<file path="config.mk">
export PLATFORM = sky130hd
export DESIGN_NAME = tpx3_status_led
export DESIGN_NICKNAME = d
export VERILOG_FILES = /design/src/rtl/tpx3_status_pkg.sv /design/src/rtl/tpx3_ready_debounce.sv /design/src/rtl/tpx3_status_led.sv
export SDC_FILE = /design/constraint.sdc
export NUM_CORES = 1
export LEC_CHECK = 0
export ABC_AREA = 1
export CAP_MARGIN = 0
export CORE_ASPECT_RATIO = 0.6
export CORE_MARGIN = 1
export CORE_UTILIZATION = 53
export CTS_CLUSTER_DIAMETER = 120
export DETAILED_ROUTE_END_ITERATION = 12
export PLACE_DENSITY_LB_ADDON = 0.15
export SYNTH_ARGS = -nofsm -noshare
export SYNTH_HDL_FRONTEND = slang
export SYNTH_SLANG_ARGS = --single-unit
</file>
<file path="constraint.sdc">
create_clock -name BUS_CLK -period 2.45 [get_ports BUS_CLK]
set_input_delay 0.49 -clock BUS_CLK [delete_from_list [all_inputs] [get_ports BUS_CLK]]
set_output_delay 0.49 -clock BUS_CLK [all_outputs]
set_load 0.02 [all_outputs]
</file>
<file path="src/rtl/tpx3_status_pkg.sv">
// Shared types and sizing helpers for the Timepix3 status LED block.
// Holds the blink FSM state encoding and the counter width helpers.
package tpx3_status_pkg;

    typedef enum logic [1:0] {
        ST_GAP = 2'd0,
        ST_ON  = 2'd1,
        ST_OFF = 2'd2
    } blink_state_t;

    // Bits needed to hold any value 0..n (used for popcount and remaining).
    function automatic int popcnt_w(input int n);
        return $clog2(n + 1);
    endfunction

    function automatic int max3(input int a, input int b, input int c);
        int m;
        m = (a > b) ? a : b;
        return (m > c) ? m : c;
    endfunction

endpackage

</file>
<file path="src/rtl/tpx3_ready_debounce.sv">
// Per-chip receiver-lock synchroniser with tick-based debounce on the rising side.
// Loss of lock drops the ready flag immediately; gaining lock needs a stable run of ticks.
module tpx3_ready_debounce
    import tpx3_status_pkg::*;
#(
    parameter int DEBOUNCE_TICKS = 3
)(
    input  logic BUS_CLK,
    input  logic BUS_RST_N,
    input  logic i_tick,
    input  logic i_rx_ready,
    output logic o_ready
);

    localparam int DW = popcnt_w(DEBOUNCE_TICKS);
    localparam logic [DW-1:0] LAST_CNT = DW'(DEBOUNCE_TICKS - 1);

    logic          r_sync1;
    logic          r_sync2;
    logic          r_ready;
    logic [DW-1:0] r_stable;

    always_ff @(posedge BUS_CLK or negedge BUS_RST_N) begin
        if (!BUS_RST_N) begin
            r_sync1  <= 1'b0;
            r_sync2  <= 1'b0;
            r_ready  <= 1'b0;
            r_stable <= '0;
        end else begin
            r_sync1 <= i_rx_ready;
            r_sync2 <= r_sync1;
            if (!r_sync2) begin
                r_stable <= '0;
                r_ready  <= 1'b0;
            end else if (i_tick) begin
                // Counter saturates one short of the target; the final tick sets ready.
                if (r_stable == LAST_CNT) begin
                    r_ready <= 1'b1;
                end else begin
                    r_stable <= r_stable + DW'(1);
                end
            end
        end
    end

    assign o_ready = r_ready;

endmodule

</file>
<file path="src/rtl/tpx3_status_led.sv">
// Status LED driver: LED[0] mirrors Ethernet link, LED[1] blinks the number of locked chip links
// once per frame and is solid when every link is locked.
module tpx3_status_led
    import tpx3_status_pkg::*;
#(
    parameter int NUM_CHIPS      = 4,
    parameter int TICK_DIV       = 8000000,
    parameter int ON_TICKS       = 2,
    parameter int OFF_TICKS      = 2,
    parameter int GAP_TICKS      = 8,
    parameter int DEBOUNCE_TICKS = 3
)(
    input  logic                 BUS_CLK,
    input  logic                 BUS_RST_N,
    input  logic                 ETH_STATUS_OK,
    input  logic [NUM_CHIPS-1:0] RX_READY,
    output logic [1:0]           LED,
    output logic [NUM_CHIPS-1:0] READY_MASK,
    output logic                 ALL_READY
);

    localparam int CW = popcnt_w(NUM_CHIPS);
    localparam int PW = $clog2(TICK_DIV);
    localparam int TW = popcnt_w(max3(GAP_TICKS, ON_TICKS, OFF_TICKS));

    logic [PW-1:0]        r_presc;
    logic                 r_tick;
    logic                 r_eth_s1;
    logic                 r_eth_s2;
    logic                 r_led0;
    logic                 r_led1;
    logic                 r_all;
    logic [NUM_CHIPS-1:0] w_mask;
    logic [CW-1:0]        w_pop;

    blink_state_t  r_state, w_state_nxt;
    logic [TW-1:0] r_tcnt, w_tcnt_nxt;
    logic [CW-1:0] r_rem, w_rem_nxt;
    logic          r_solid, w_solid_nxt;

    always_ff @(posedge BUS_CLK or negedge BUS_RST_N) begin
        if (!BUS_RST_N) begin
            r_presc  <= '0;
            r_tick   <= 1'b0;
            r_eth_s1 <= 1'b0;
            r_eth_s2 <= 1'b0;
            r_led0   <= 1'b0;
            r_all    <= 1'b0;
        end else begin
            if (r_presc == PW'(TICK_DIV - 1)) begin
                r_presc <= '0;
                r_tick  <= 1'b1;
            end else begin
                r_presc <= r_presc + PW'(1);
                r_tick  <= 1'b0;
            end
            r_eth_s1 <= ETH_STATUS_OK;
            r_eth_s2 <= r_eth_s1;
            r_led0   <= r_eth_s2;
            r_all    <= &w_mask;
        end
    end

    for (genvar gi = 0; gi < NUM_CHIPS; gi++) begin : g_chip
        tpx3_ready_debounce #(
            .DEBOUNCE_TICKS(DEBOUNCE_TICKS)
        ) u_deb (
            .BUS_CLK   (BUS_CLK),
            .BUS_RST_N (BUS_RST_N),
            .i_tick    (r_tick),
            .i_rx_ready(RX_READY[gi]),
            .o_ready   (w_mask[gi])
        );
    end

    always_comb begin
        w_pop = '0;
        for (int i = 0; i < NUM_CHIPS; i++) begin
            w_pop = w_pop + CW'(w_mask[i]);
        end
    end

    // Blink sequencer: the chip count is latched only at the end of the gap, so
    // mask changes mid-frame never disturb the blinks already scheduled.
    always_comb begin
        w_state_nxt = r_state;
        w_tcnt_nxt  = r_tcnt;
        w_rem_nxt   = r_rem;
        w_solid_nxt = r_all ? r_solid : 1'b0;
        if (r_tick) begin
            w_tcnt_nxt = r_tcnt + TW'(1);
            case (r_state)
                ST_GAP: begin
                    if (r_tcnt == TW'(GAP_TICKS - 1)) begin
                        w_tcnt_nxt  = '0;
                        w_rem_nxt   = w_pop;
                        w_solid_nxt = (w_pop == CW'(NUM_CHIPS));
                        if (w_pop != '0) begin
                            w_state_nxt = ST_ON;
                        end
                    end
                end
                ST_ON: begin
                    if (r_tcnt == TW'(ON_TICKS - 1)) begin
                        w_tcnt_nxt  = '0;
                        w_rem_nxt   = r_rem - CW'(1);
                        w_state_nxt = ST_OFF;
                    end
                end
                ST_OFF: begin
                    if (r_tcnt == TW'(OFF_TICKS - 1)) begin
                        w_tcnt_nxt  = '0;
                        w_state_nxt = (r_rem == '0) ? ST_GAP : ST_ON;
                    end
                end
                default: begin
                    w_tcnt_nxt  = '0;
                    w_state_nxt = ST_GAP;
                end
            endcase
        end
    end

    always_ff @(posedge BUS_CLK or negedge BUS_RST_N) begin
        if (!BUS_RST_N) begin
            r_state <= ST_GAP;
            r_tcnt  <= '0;
            r_rem   <= '0;
            r_solid <= 1'b0;
            r_led1  <= 1'b0;
        end else begin
            r_state <= w_state_nxt;
            r_tcnt  <= w_tcnt_nxt;
            r_rem   <= w_rem_nxt;
            r_solid <= w_solid_nxt;
            r_led1  <= (r_state == ST_ON) | r_solid;
        end
    end

    assign LED        = {r_led1, r_led0};
    assign READY_MASK = w_mask;
    assign ALL_READY  = r_all;

endmodule

</file>
**The metal 3 layer**

Scale: 4 px per um.
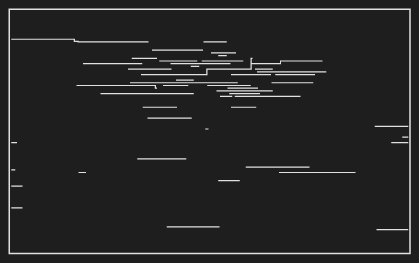
longest straight run: 26.7 um
share of all routed wire: 8.1%
main direction: horizontal
nets with wire on the layer: 37
GR met3 Demand/Resource: 8.410%
via count: 2284
total wire length: 6.013 mm

**Sizing map**

Scale: 6 px per um.
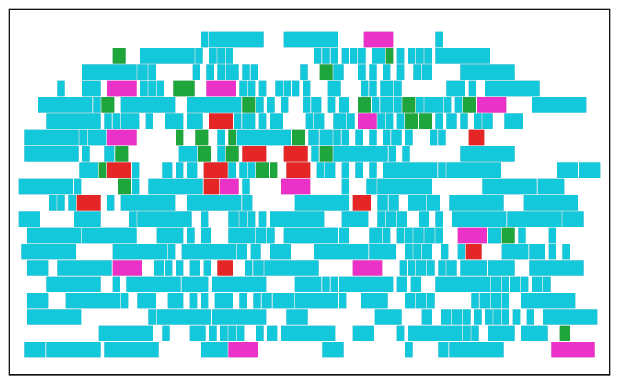
[green] _2 cells | cells: 25 | share: 6.6%
[red] _3 and _4 cells | cells: 12 | share: 3.2%
[magenta] _6 and larger | cells: 13 | share: 3.4%
[cyan] _0 and _1 cells | cells: 329 | share: 87%
Signal buffers: 15
cell area after layout: 0.003425 mm^2
Setup WS post-layout: 0.5042 ns
Area Growth Syn to Fin: 12.54%

==> reports/metrics.yaml <==
run_status:
  status: "finished, final reports clean"
setup_path:
  worstPathRequired_ns: 2.69
  path_delay_family: "adder cells"
  crit_chain: "fa_1 > ha_1 > ha_1 > inv_1 > nand3_1 > nand3_1 > nand2_1 > o21ai_0"
  crit_path_max_incr_delay_ns: 0.50
cells_and_area:
  logic_area_mm2: 0.001299
  drive_above_1_share_pct: 13.19
  fin_nets: 398
  fin_cells: 456
floorplanning:
  ioPinCount: 14
  coreArea_mm2: 0.005280
  initCoreUtil_pct: 57.63
final_timing:
  finalSetupViolCount: 0
  timing.fmax_ghz: 0.5139
  skew_ns: 0.006705
run:
  cap_violations: 0
clock_tree:
  clock.latency.late_pin_ns: 0.35
  post_cts_buffers: 0
  ctsResizeCount: 0
  hold_buffers: 0
logic_synthesis:
  fp_nets: 380
  ff_type: "dfrtp_1"
  edf_count: 0
  netlist_instances: 356
  topCellsByArea: "dfrtp_1, nand2_1, ha_1"
global_route:
  grt_overflow_total: 0
  grt_pass1_wl_mm: 10.41
placement:
  dp_hpwl_mm: 4.331
route:
  vias_per_cell: 5.009
  routedWlPerCell_um: 13.19
**Signal wires on met2**

Scale: 4 px per um.
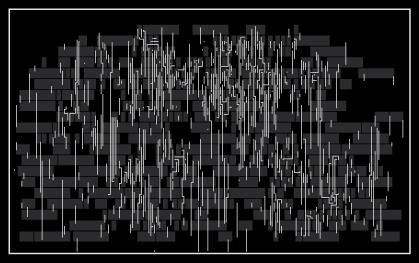
nets with wire on the layer: 303
longest straight run: 30.4 um
wire length on this layer: 2300 um
share of all routed wire: 38%
met2 usage: 31.33%

-- state kept, by name (all words and copies together), names as in the netlist --
register / count
g_chip.u_deb.r_stable: 8
r_presc: 23
g_chip.u_deb.r_sync2: 4
g_chip.u_deb.o_ready: 4
r_eth_s1: 1
r_tick: 1
r_led0: 1
r_solid: 1
r_led1: 1
r_rem: 3
g_chip.u_deb.r_sync1: 4
ALL_READY: 1
r_state: 2
r_eth_s2: 1
r_tcnt: 4
-- routing by layer --
layer | track usage [%] | up-vias | wire, um
li1 | - | 1154 | -
met1 | 35.61 | 1039 | 3170
met2 | 31.33 | 85 | 2297
met3 | 8.410 | 6 | 485
met4 | 9.034 | 0 | 59
met5 | 0 | - | 0
-- final cells by class --
cell class | count | share of cell area [%]
clock buffer | 10 | 4.019
clock inverter | 6 | 1.425
inverter | 57 | 6.248
multi-input combinational | 232 | 37.92
sequential | 59 | 43.11
tap | 77 | 2.813
timing repair buffer | 15 | 4.457
-- cells in the final DEF (no fill, tap or decap), drive strengths merged --
master	count
buf	3
fa	1
a211oi	2
inv	59
clkinvlp	3
or2	1
nand2	69
o21bai	1
xor2	11
o21ai	18
nor2	66
clkbuf	10
dfrtp	59
nand3b	1
ha	16
nand3	21
clkdlybuf4s50	12
a21oi	12
nand4	9
o22ai	3
xnor2	1
clkinv	1
-- worst paths after layout --
kind                            depth (start not counted)                                      end                           startpoint  slack (ns)
worst max-delay path                                    8                   r_state[1]$_DFFE_PN0P_  g_chip[0].u_deb.o_ready$_DFFE_PN0P_        0.50
worst min-delay path                                    2                     r_rem[1]$_DFFE_PN0P_                            BUS_RST_N        0.12
worst max register to register                          8                   r_state[1]$_DFFE_PN0P_  g_chip[0].u_deb.o_ready$_DFFE_PN0P_        0.50
worst min register to register                          0                         r_led0$_DFF_PN0_                   r_eth_s2$_DFF_PN0_        0.35
max in group asynchronous                               2  g_chip[2].u_deb.r_stable[0]$_DFFE_PN0P_                            BUS_RST_N        2.05
min in group BUS_CLK                                    0                         r_led0$_DFF_PN0_                   r_eth_s2$_DFF_PN0_        0.35
-- through the flow --
| step | setup slack (ns) | area, um^2 | util [%] | total power, mW |
|---|---|---|---|---|
| after floorplan | 0.6210 | 3043 | - | 1.009 |
| after global placement | 0.5367 | 3238 | 61.33 | 1.043 |
| after detailed placement | 0.5103 | 3238 | 61.33 | 1.043 |
| after CTS | 0.4948 | 3425 | 64.86 | 1.881 |
| after global routing | 0.3335 | 3425 | 64.86 | 1.928 |
| final | 0.5042 | 3425 | 64.86 | 1.857 |
-- cells by family after synthesis --
| logic type | after synthesis | share of synthesized area, % |
|---|---|---|
| AND-OR/OR-AND | 36 | 6.291 |
| XOR/XNOR | 12 | 3.454 |
| adder cells (fa/ha/maj) | 17 | 7.237 |
| buffers and inverters | 65 | 8.799 |
| flip-flops | 59 | 48.52 |
| AND/OR/NAND/NOR | 167 | 25.70 |
-- power by group --
part           internal (mW)  total (mW)  switching, mW
Clock                  0.402       0.835          0.433
Combinational         0.0132      0.0374         0.0243
Sequential             0.983       0.985        0.00274
Power and IR drop assume default switching activity.
